run_1/clk_routes.png
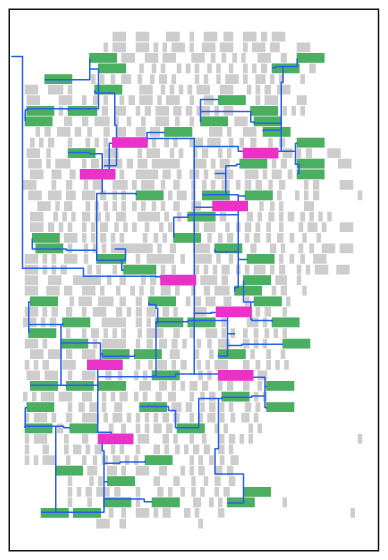
run_1/metal_density.png
Scale bar: 20 µm. 19 x 28 tiles, from dark purple (low) to yellow (high), scaled to the fullest tile. Values are wire area over tile area, all layers added.
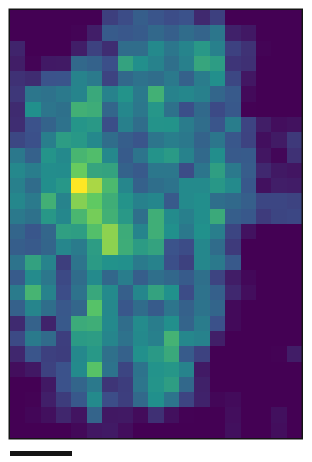
run_1/layer_met4.png
Scale bar: 20 µm. Supply wires on this layer in grey.
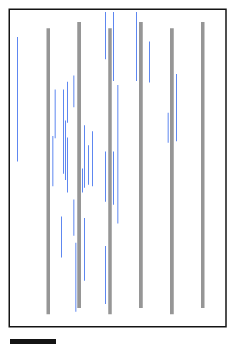
--- config.mk ---
export PLATFORM = sky130hd
export DESIGN_NAME = sccb_cfg_sequencer
export DESIGN_NICKNAME = d
export VERILOG_FILES = /design/src/rtl/sccb_pkg.sv /design/src/rtl/sccb_delay_timer.sv /design/src/rtl/sccb_cfg_sequencer.sv
export SDC_FILE = /design/constraint.sdc
export NUM_CORES = 1
export LEC_CHECK = 0
export ABC_AREA = 1
export CAP_MARGIN = 20
export CELL_PAD_IN_SITES_DETAIL_PLACEMENT = 1
export CELL_PAD_IN_SITES_GLOBAL_PLACEMENT = 1
export CORE_ASPECT_RATIO = 1.5
export CORE_MARGIN = 3
export CORE_UTILIZATION = 35
export DETAILED_ROUTE_END_ITERATION = 8
export PLACE_DENSITY = 0.93
export SYNTH_ARGS = -nofsm -noshare
export SYNTH_HDL_FRONTEND = slang
export SYNTH_SLANG_ARGS = --single-unit
export TNS_END_PERCENT = 50
--- constraint.sdc ---
create_clock -name clk -period 2.3 [get_ports clk]
set_input_delay 0.46 -clock clk [delete_from_list [all_inputs] [get_ports clk]]
set_output_delay 0.46 -clock clk [all_outputs]
set_load 0.005 [all_outputs]
--- src/rtl/sccb_pkg.sv ---
// Shared definitions for the SCCB configuration sequencer.
//   - init-table entry markers and an entry classifier
//   - sequencer FSM state encoding
//   - default SCCB device write ID
package sccb_pkg;

  localparam logic [15:0] ENTRY_END      = 16'hFFFF;
  localparam logic [7:0]  ENTRY_DLY      = 8'hF0;
  localparam logic [7:0]  DEV_ID_DEFAULT = 8'h42;

  typedef enum logic [2:0] {
    ST_IDLE,
    ST_FETCH,
    ST_DECODE,
    ST_ISSUE,
    ST_WAIT,
    ST_DELAY,
    ST_H_ISSUE,
    ST_H_WAIT
  } seq_state_e;

  typedef enum logic [1:0] {
    ENT_WRITE,
    ENT_DELAY,
    ENT_END
  } entry_kind_e;

  // The end marker is tested first; its high byte differs from the delay
  // marker, so the order only matters for readability.
  function automatic entry_kind_e decode_entry(input logic [15:0] entry);
    if (entry == ENTRY_END)
      return ENT_END;
    else if (entry[15:8] == ENTRY_DLY)
      return ENT_DELAY;
    else
      return ENT_WRITE;
  endfunction

endpackage

--- src/rtl/sccb_delay_timer.sv ---
// Delay timer for init-table wait entries.
//   clk      in  system clock
//   rstn     in  synchronous active-low reset
//   load     in  load a new tick count (restarts the prescaler)
//   ticks_in in  number of DELAY_UNIT periods to wait
//   run      in  count while high
//   done     out high on the last counting cycle, or at once when nothing
//                is left to count; the caller leaves its wait state on it
module sccb_delay_timer
  import sccb_pkg::*;
#(
  parameter int DELAY_UNIT = 100000
) (
  input  logic       clk,
  input  logic       rstn,
  input  logic       load,
  input  logic [7:0] ticks_in,
  input  logic       run,
  output logic       done
);

  localparam int PW = (DELAY_UNIT > 1) ? $clog2(DELAY_UNIT) : 1;
  localparam logic [PW-1:0] PRESC_LAST = PW'(DELAY_UNIT - 1);

  logic [7:0]    ticks;
  logic [PW-1:0] presc;
  logic          unit_end;

  assign unit_end = (presc == PRESC_LAST);

  always_ff @(posedge clk) begin
    if (!rstn) begin
      ticks <= 8'd0;
      presc <= '0;
    end else if (load) begin
      ticks <= ticks_in;
      presc <= '0;
    end else if (run && ticks != 8'd0) begin
      if (unit_end) begin
        presc <= '0;
        ticks <= ticks - 8'd1;
      end else begin
        presc <= presc + 1'b1;
      end
    end
  end

  // Flagging the final cycle of the final unit makes a wait of nn units
  // occupy exactly nn*DELAY_UNIT cycles in the caller's wait state.
  assign done = (ticks == 8'd0) || (ticks == 8'd1 && unit_end);

endmodule

--- src/rtl/sccb_cfg_sequencer.sv ---
// SCCB configuration sequencer. After start it walks an external init
// table of {reg,val} entries, issuing one SCCB write per entry, honouring
// wait entries and retrying NACKed writes. When idle it lends the single
// SCCB master to a host port for runtime reads and writes.
//   clk, rstn                         clock, synchronous active-low reset
//   start                             pulse: run the init table from entry 0
//   rom_addr / rom_data               init-table address, entry (1-cycle latency)
//   host_req/we/addr/wdata            host request, held while host_req is high
//   host_gnt                          pulse: host fields captured
//   host_done/rdata/nack              pulse + result of a host transaction
//   mst_valid/ready/we/id/addr/wdata  command handshake to the SCCB master
//   mst_done/rdata/nack               completion from the SCCB master
//   init_busy/done/err                table walk status (done/err sticky)
module sccb_cfg_sequencer
  import sccb_pkg::*;
#(
  parameter logic [7:0] DEV_ID     = DEV_ID_DEFAULT,
  parameter int         TBL_AW     = 8,
  parameter int         DELAY_UNIT = 100000,
  parameter int         RETRY_MAX  = 2
) (
  input  logic              clk,
  input  logic              rstn,
  input  logic              start,
  output logic [TBL_AW-1:0] rom_addr,
  input  logic [15:0]       rom_data,
  input  logic              host_req,
  input  logic              host_we,
  input  logic [7:0]        host_addr,
  input  logic [7:0]        host_wdata,
  output logic              host_gnt,
  output logic              host_done,
  output logic [7:0]        host_rdata,
  output logic              host_nack,
  output logic              mst_valid,
  input  logic              mst_ready,
  output logic              mst_we,
  output logic [7:0]        mst_id,
  output logic [7:0]        mst_addr,
  output logic [7:0]        mst_wdata,
  input  logic              mst_done,
  input  logic [7:0]        mst_rdata,
  input  logic              mst_nack,
  output logic              init_busy,
  output logic              init_done,
  output logic              init_err
);

  localparam int RW = (RETRY_MAX > 0) ? $clog2(RETRY_MAX + 1) : 1;
  localparam logic [RW-1:0] RETRY_LIM = RW'(RETRY_MAX);

  seq_state_e  state, state_nxt;
  entry_kind_e kind;
  logic [RW-1:0] retry_cnt;
  logic        last_entry;
  logic        tmr_load;
  logic        tmr_done;

  assign kind       = decode_entry(rom_data);
  // The final table slot ends the walk even without an end marker.
  assign last_entry = &rom_addr;
  assign mst_id     = DEV_ID;
  assign tmr_load   = (state == ST_DECODE) && (kind == ENT_DELAY);

  sccb_delay_timer #(
    .DELAY_UNIT (DELAY_UNIT)
  ) u_delay_timer (
    .clk      (clk),
    .rstn     (rstn),
    .load     (tmr_load),
    .ticks_in (rom_data[7:0]),
    .run      (state == ST_DELAY),
    .done     (tmr_done)
  );

  always_ff @(posedge clk) begin
    if (!rstn)
      state <= ST_IDLE;
    else
      state <= state_nxt;
  end

  always_comb begin
    state_nxt = state;
    case (state)
      ST_IDLE: begin
        if (start)
          state_nxt = ST_FETCH;
        else if (host_req)
          state_nxt = ST_H_ISSUE;
      end
      ST_FETCH:
        state_nxt = ST_DECODE;
      ST_DECODE: begin
        case (kind)
          ENT_END:   state_nxt = ST_IDLE;
          ENT_DELAY: state_nxt = ST_DELAY;
          default:   state_nxt = ST_ISSUE;
        endcase
      end
      ST_ISSUE:
        if (mst_ready) state_nxt = ST_WAIT;
      ST_WAIT: begin
        if (mst_done) begin
          if (!mst_nack)
            state_nxt = last_entry ? ST_IDLE : ST_FETCH;
          else if (retry_cnt < RETRY_LIM)
            state_nxt = ST_ISSUE;
          else
            state_nxt = ST_IDLE;
        end
      end
      ST_DELAY:
        if (tmr_done) state_nxt = last_entry ? ST_IDLE : ST_FETCH;
      ST_H_ISSUE:
        if (mst_ready) state_nxt = ST_H_WAIT;
      ST_H_WAIT:
        if (mst_done) state_nxt = ST_IDLE;
      default:
        state_nxt = ST_IDLE;
    endcase
  end

  always_comb begin
    mst_valid = 1'b0;
    init_busy = 1'b0;
    host_gnt  = 1'b0;
    case (state)
      ST_IDLE:    host_gnt  = host_req && !start;
      ST_FETCH,
      ST_DECODE,
      ST_WAIT,
      ST_DELAY:   init_busy = 1'b1;
      ST_ISSUE: begin
        init_busy = 1'b1;
        mst_valid = 1'b1;
      end
      ST_H_ISSUE: mst_valid = 1'b1;
      default: ;
    endcase
  end

  // Command fields are registered so they hold still for the whole
  // valid/ready handshake and survive unchanged into a retry.
  always_ff @(posedge clk) begin
    if (!rstn) begin
      rom_addr   <= '0;
      retry_cnt  <= '0;
      mst_we     <= 1'b0;
      mst_addr   <= 8'd0;
      mst_wdata  <= 8'd0;
      host_done  <= 1'b0;
      host_rdata <= 8'd0;
      host_nack  <= 1'b0;
      init_done  <= 1'b0;
      init_err   <= 1'b0;
    end else begin
      host_done <= 1'b0;
      case (state)
        ST_IDLE: begin
          if (start) begin
            rom_addr  <= '0;
            retry_cnt <= '0;
            init_done <= 1'b0;
            init_err  <= 1'b0;
          end else if (host_req) begin
            mst_we    <= host_we;
            mst_addr  <= host_addr;
            mst_wdata <= host_wdata;
          end
        end
        ST_DECODE: begin
          if (kind == ENT_END) begin
            init_done <= 1'b1;
          end else if (kind == ENT_WRITE) begin
            mst_we    <= 1'b1;
            mst_addr  <= rom_data[15:8];
            mst_wdata <= rom_data[7:0];
          end
        end
        ST_WAIT: begin
          if (mst_done) begin
            if (!mst_nack) begin
              retry_cnt <= '0;
              if (last_entry)
                init_done <= 1'b1;
              else
                rom_addr <= rom_addr + 1'b1;
            end else if (retry_cnt < RETRY_LIM) begin
              retry_cnt <= retry_cnt + 1'b1;
            end else begin
              init_err <= 1'b1;
            end
          end
        end
        ST_DELAY: begin
          if (tmr_done) begin
            if (last_entry)
              init_done <= 1'b1;
            else
              rom_addr <= rom_addr + 1'b1;
          end
        end
        ST_H_WAIT: begin
          if (mst_done) begin
            host_done  <= 1'b1;
            host_rdata <= mst_rdata;
            host_nack  <= mst_nack;
          end
        end
        default: ;
      endcase
    end
  end

endmodule

==> impl_metrics.tcl, run 1 <==
# collected from the flow reports
set metrics [dict create \
    slew_viol_final 0 \
    io_pins 96 \
    synth-adder-area-share 0.0152 \
    final_cell_mix "nand2_1 (186), nor2_1 (103), clkdlybuf4s50_1 (87), dfxtp_1 (64), inv_1 (57)" \
    top_power_group "combinational cells" \
    max_freq_mhz 446 \
    largest_class "multi-input combinational cells" \
    clkTransAtPathRegs_ns 0.05 \
    rows 47 \
    hold_depth 2 \
    hold_class "flip-flop to flip-flop" \
    fp_util 0.366 \
    yosys_cells 645 \
    grt_max_degree 38 \
    top_layer_used "met4" \
    met3_length_um 655 \
    n_antenna_cell 0 \
    power_w 0.00533 \
    status "finished clean" \
    p_comb_frac 0.445 \
    nNetsFinal 788 \
    whs_ns 0.448 \
    gp_congestion 0.875 \
    io_buffers 87 \
    path_delay_family "buffers and inverters" \
    place_inst 871 \
    finalNonFillerCells 886 \
    rsz0062_at_grt "true" \
    flops 67 \
    syn_area_um2 4110 \
    netlist.top_cell.by_area "dfxtp_1" \
    tritoncts "done" \
    hold_viol_final 0 \
    worst_slack_ns 0.0572 \
    busiest_layer "met2" \
    hold_end "init_err" \
    cp-startpoint "state[1]" \
    xor_share 0.0149 \
    cts_setup_buffers 0 \
    dr_wl_met2_mm 8.48 \
    cp.depth 6 \
    rrSetupSlack_ns 0.18 \
    clkbuf_count 13 \
    die_area_um2 13100 \
    yosys-top-cells-count "nand2_1 (187), nor2_1 (104), dfxtp_1 (67), inv_1 (57), a21oi_1 (42)" \
    fillers 1474 \
    logic_gate_count 493 \
    vias_per_cell 5.30 \
    min_from "init_err" \
    gr-total-overflow 0 \
    clk-insertion-delay-late_ns 0.33 \
    top_cell_area_share 0.326 \
    edf_count 0 \
    dp_slack_ns 0.113 \
    area_leaders "dfxtp_1 (33%), nand2_1 (17%), nor2_1 (9.5%)" \
    ys_seq_share 0.326 \
    htreeDepth 3 \
    p_sw_frac 0.384 \
    cts-root-buf "clkbuf_16" \
    cts.sinks 67 \
    largest_reg_flops 17 \
    internal_power_w 0.00329 \
    regMostFlops "u_delay_timer.presc" \
    syn_inst 645 \
    taps 147 \
    inverters 65 \
    antenna_found_initial 0 \
    die_w_um 94.5 \
    topCombFamilyByArea "simple AND/OR/NAND/NOR gates" \
    hpwl_mm 10.9 \
    reg2reg_depth 9 \
    grt_pass1_vias 5172 \
    grt_pass1_wl_mm 24.8 \
    layout_top_cell "nand2_1" \
    worst-endpoint-arrival_ns 1.78 \
]
Notes on clk_routes.png above:
flip-flops: in green, count 67. clock drivers: in magenta, count 9. clock wires: in blue, length 1010 µm.
There are 10 routed clock nets.
Clk network pwr share: 0.262
clk pwr: 0.00140 W
Fin Clk Skew: 0.00521 ns

Notes on metal_density.png above:
14% of the tiles are over half the peak. The emptiest ninth of the die: lower right. 22% of the tiles are nearly empty. The densest ninth of the die: middle left. The mean over all tiles is 0.19.
routed wire length: 15.4 mm
gr usage total: 0.236
WL/cell: 17.4 µm
via count: 4697

Notes on layer_met4.png above:
The layer carries 654 µm of wire. The layer holds 4.3% of the routed length. The longest straight run is 60.5 µm. 23 nets have wire on it.

==> run 2: changes to the inputs <==
--- a/config.mk
+++ b/config.mk
@@ -6,7 +6,7 @@
 export NUM_CORES = 1
 export LEC_CHECK = 0
 export ABC_AREA = 1
-export CAP_MARGIN = 20
+export CAP_MARGIN = 30
 export CELL_PAD_IN_SITES_DETAIL_PLACEMENT = 1
 export CELL_PAD_IN_SITES_GLOBAL_PLACEMENT = 1
 export CORE_ASPECT_RATIO = 1.5
@@ -16,5 +16,6 @@
 export PLACE_DENSITY = 0.93
 export SYNTH_ARGS = -nofsm -noshare
 export SYNTH_HDL_FRONTEND = slang
+export SYNTH_HIERARCHICAL = 1
 export SYNTH_SLANG_ARGS = --single-unit
 export TNS_END_PERCENT = 50
run_2/layer_met4.png
Scale bar: 20 µm. Supply wires on this layer in grey.
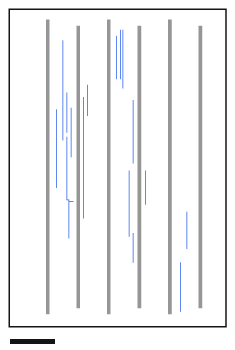
via count: 4651
routed wire length: 14.6 mm

==> impl_metrics.tcl, run 2 <==
# collected from the flow reports
set metrics [dict create \
    status "finished clean" \
    flops 67 \
    nNetsFinal 812 \
    slew_viol_final 0 \
    taps 150 \
    die_area_um2 13400 \
    grt_pass1_vias 5168 \
    xor_share 0.00830 \
    yosys_area_um2 4220 \
    reg2reg_depth 13 \
    tritoncts "done" \
    worst_clock_skew_ns 0.00832 \
    cp.required_ns 1.84 \
    setup_viol 0 \
    cts_setup_buffers 0 \
    path_delay_family "buffers and inverters" \
    hold_end "u_delay_timer/presc[3]" \
    syn_area_um2 4220 \
    ys_seq_share 0.318 \
    cts.sinks 67 \
    hpwl_mm 11.0 \
    yosys-top-cells-count "nand2_1 (188), nor2_1 (96), inv_1 (82), dfxtp_1 (67), nand3_1 (55)" \
    yosys.cell_count.top_type "nand2_1" \
    io_buffers 87 \
    yosys_cells 666 \
    dr.pass1.iters 4 \
    hold_viol_final 0 \
    numCtsBuffers 9 \
    grt_max_degree 35 \
    gr-total-overflow 0 \
    io_pins 96 \
    p_clk_w 0.00151 \
    top_layer_used "met4" \
    crit_path_max_incr_delay_ns 0.50 \
    vias_per_cell 5.09 \
    dp_slack_ns -0.0279 \
    inverters 91 \
    powerDensity_nw_per_um2 967 \
    die_w_um 95.6 \
    met3_usage 0.0494 \
    path_class "flip-flop to output pin" \
    edf_count 0 \
    pwr-share-clk 0.280 \
    rows 48 \
    dr_wl_met2_mm 8.10 \
    fp_util 0.362 \
    clkTransAtPathRegs_ns 0.06 \
    hold_depth 2 \
    worst_slack_ns 0.0842 \
    power_w 0.00541 \
    gp_congestion 0.941 \
    grt_pass1_wl_mm 24.1 \
    final-nonclk-buf-share 0.176 \
    min_from "u_delay_timer/presc[3]" \
    whs_ns 0.476 \
    dpl_cell_area_um2 5230 \
    largest_class "multi-input combinational cells" \
    fillers 1573 \
    cp-startpoint "state[0]" \
    netlist.top_cell.by_area "dfxtp_1" \
    rrSetupSlack_ns 0.17 \
    cts-root-buf "clkbuf_16" \
    cp.depth 6 \
    worst-endpoint-arrival_ns 1.76 \
    drtIter0Drc 178 \
    area_leaders "dfxtp_1 (32%), nand2_1 (17%), nor2_1 (8.5%)" \
    syn_inst 666 \
    internal_power_w 0.00333 \
    layout_top_cell "nand2_1" \
    drcViolationCount 0 \
    antenna_found_initial 0 \
    place_inst 897 \
    drive_above_1_share 0.101 \
    p_leak_nw 2.53 \
    p_sw_frac 0.384 \
    top_cell_area_share 0.318 \
    topCombFamilyByArea "simple AND/OR/NAND/NOR gates" \
    hold_class "flip-flop to flip-flop" \
    synth-adder-area-share 0.0148 \
    met3_length_um 566 \
    busiest_layer "met2" \
    period_minus_slack_ns 2.22 \
    finalNonFillerCells 914 \
    max_freq_mhz 451 \
    clk-insertion-delay-late_ns 0.34 \
    p_comb_frac 0.430 \
    final_cell_mix "nand2_1 (188), nor2_1 (95), clkdlybuf4s50_1 (86), inv_1 (82), dfxtp_1 (62)" \
    largest_reg_flops 17 \
    htreeDepth 3 \
    top_power_group "combinational cells" \
    logic_gate_count 490 \
    regMostFlops "u_delay_timer/presc" \
    n_antenna_cell 0 \
    yosys_warnings 6 \
    clkbuf_count 12 \
]
run_2/metal_density.png
Scale bar: 20 µm. 19 x 28 tiles, from dark purple (low) to yellow (high), scaled to the fullest tile. Values are wire area over tile area, all layers added.
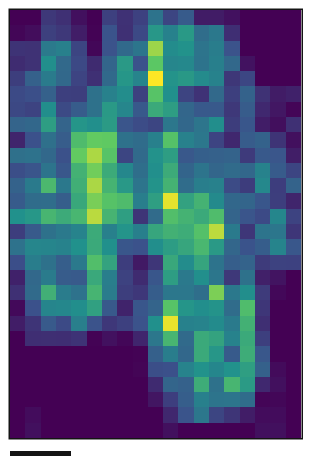
WL/cell: 15.9 µm
gr usage total: 0.227

==> run 3: changes to the inputs <==
--- a/config.mk
+++ b/config.mk
@@ -11,9 +11,9 @@
 export CELL_PAD_IN_SITES_GLOBAL_PLACEMENT = 1
 export CORE_ASPECT_RATIO = 1.5
 export CORE_MARGIN = 3
-export CORE_UTILIZATION = 35
+export CORE_UTILIZATION = 32
 export DETAILED_ROUTE_END_ITERATION = 8
-export PLACE_DENSITY = 0.93
+export PLACE_DENSITY = 0.71
 export SYNTH_ARGS = -nofsm -noshare
 export SYNTH_HDL_FRONTEND = slang
 export SYNTH_HIERARCHICAL = 1
run_3/layer_met4.png
Scale bar: 20 µm. Supply wires on this layer in grey.
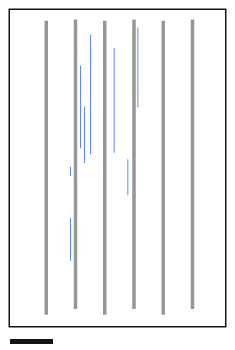
via count: 4488
routed wire length: 13.6 mm

==> impl_metrics.tcl, run 3 <==
# collected from the flow reports
set metrics [dict create \
    status "finished clean" \
    hold_end "mst_we" \
    rows 50 \
    power_w 0.00515 \
    yosys_area_um2 4220 \
    die_w_um 99.8 \
    syn_area_um2 4220 \
    topCombFamilyByArea "simple AND/OR/NAND/NOR gates" \
    flops 67 \
    clkTransAtPathRegs_ns 0.06 \
    cts_setup_buffers 0 \
    max_freq_mhz 445 \
    drtIter0Drc 97 \
    drive_above_1_share 0.0982 \
    dpl_cell_area_um2 5240 \
    met3_length_um 566 \
    gp_congestion 0.947 \
    htreeDepth 3 \
    p_leak_nw 2.50 \
    hold_depth 2 \
    edf_count 0 \
    worst-endpoint-arrival_ns 1.78 \
    clk-insertion-delay-late_ns 0.34 \
    internal_power_w 0.00317 \
    top_cell_area_share 0.318 \
    wl_per_cell_um 14.8 \
    layout_top_cell "nand2_1" \
    xor_share 0.00830 \
    dp_slack_ns 0.0113 \
    numCtsBuffers 9 \
    setup_viol 0 \
    powerDensity_nw_per_um2 928 \
    met3_usage 0.0468 \
    netlist.top_cell.by_area "dfxtp_1" \
    worst_slack_ns 0.0552 \
    io_buffers 87 \
    hold_class "flip-flop to flip-flop" \
    yosys.cell_count.top_type "nand2_1" \
    tritoncts "done" \
    cp.depth 5 \
    busiest_layer "met2" \
    p_clk_w 0.00136 \
    fillers 1684 \
    yosys-top-cells-count "nand2_1 (188), nor2_1 (96), inv_1 (82), dfxtp_1 (67), nand3_1 (55)" \
    worst_clock_skew_ns 0.00786 \
    cp-startpoint "state[1]" \
    hold_viol_final 0 \
    drcViolationCount 0 \
    p_sw_frac 0.385 \
    nNetsFinal 812 \
    top_layer_used "met5" \
    grt.total_usage 0.191 \
    path_class "flip-flop to output pin" \
    crit_path_max_incr_delay_ns 0.46 \
    dr.pass1.iters 4 \
    grt_pass1_wl_mm 22.6 \
    n_antenna_cell 0 \
    top_power_group "combinational cells" \
    yosys_cells 666 \
    inverters 91 \
    pwr-share-clk 0.263 \
    slew_viol_final 0 \
    die_area_um2 14600 \
    logic_gate_count 490 \
    final-nonclk-buf-share 0.177 \
    area_leaders "dfxtp_1 (32%), nand2_1 (17%), nor2_1 (8.5%)" \
    syn_inst 666 \
    p_comb_frac 0.432 \
    whs_ns 0.466 \
]
run_3/flops_by_reg.png
Other sequential cells in the stronger grey, the rest of the logic in the fainter grey.
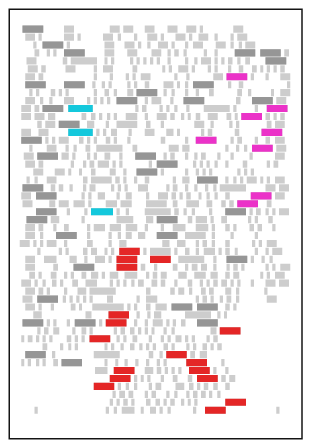
u_delay_timer/presc: in red, placed flops 17. state: in cyan, placed flops 3. mst_wdata: in magenta, placed flops 8.
Another 39 sequential cells are not coloured.
Sequential Area: 1350 µm²
P_seq: 0.00157 W

Power figures rest on the tool's default switching activity, not on a simulated workload.
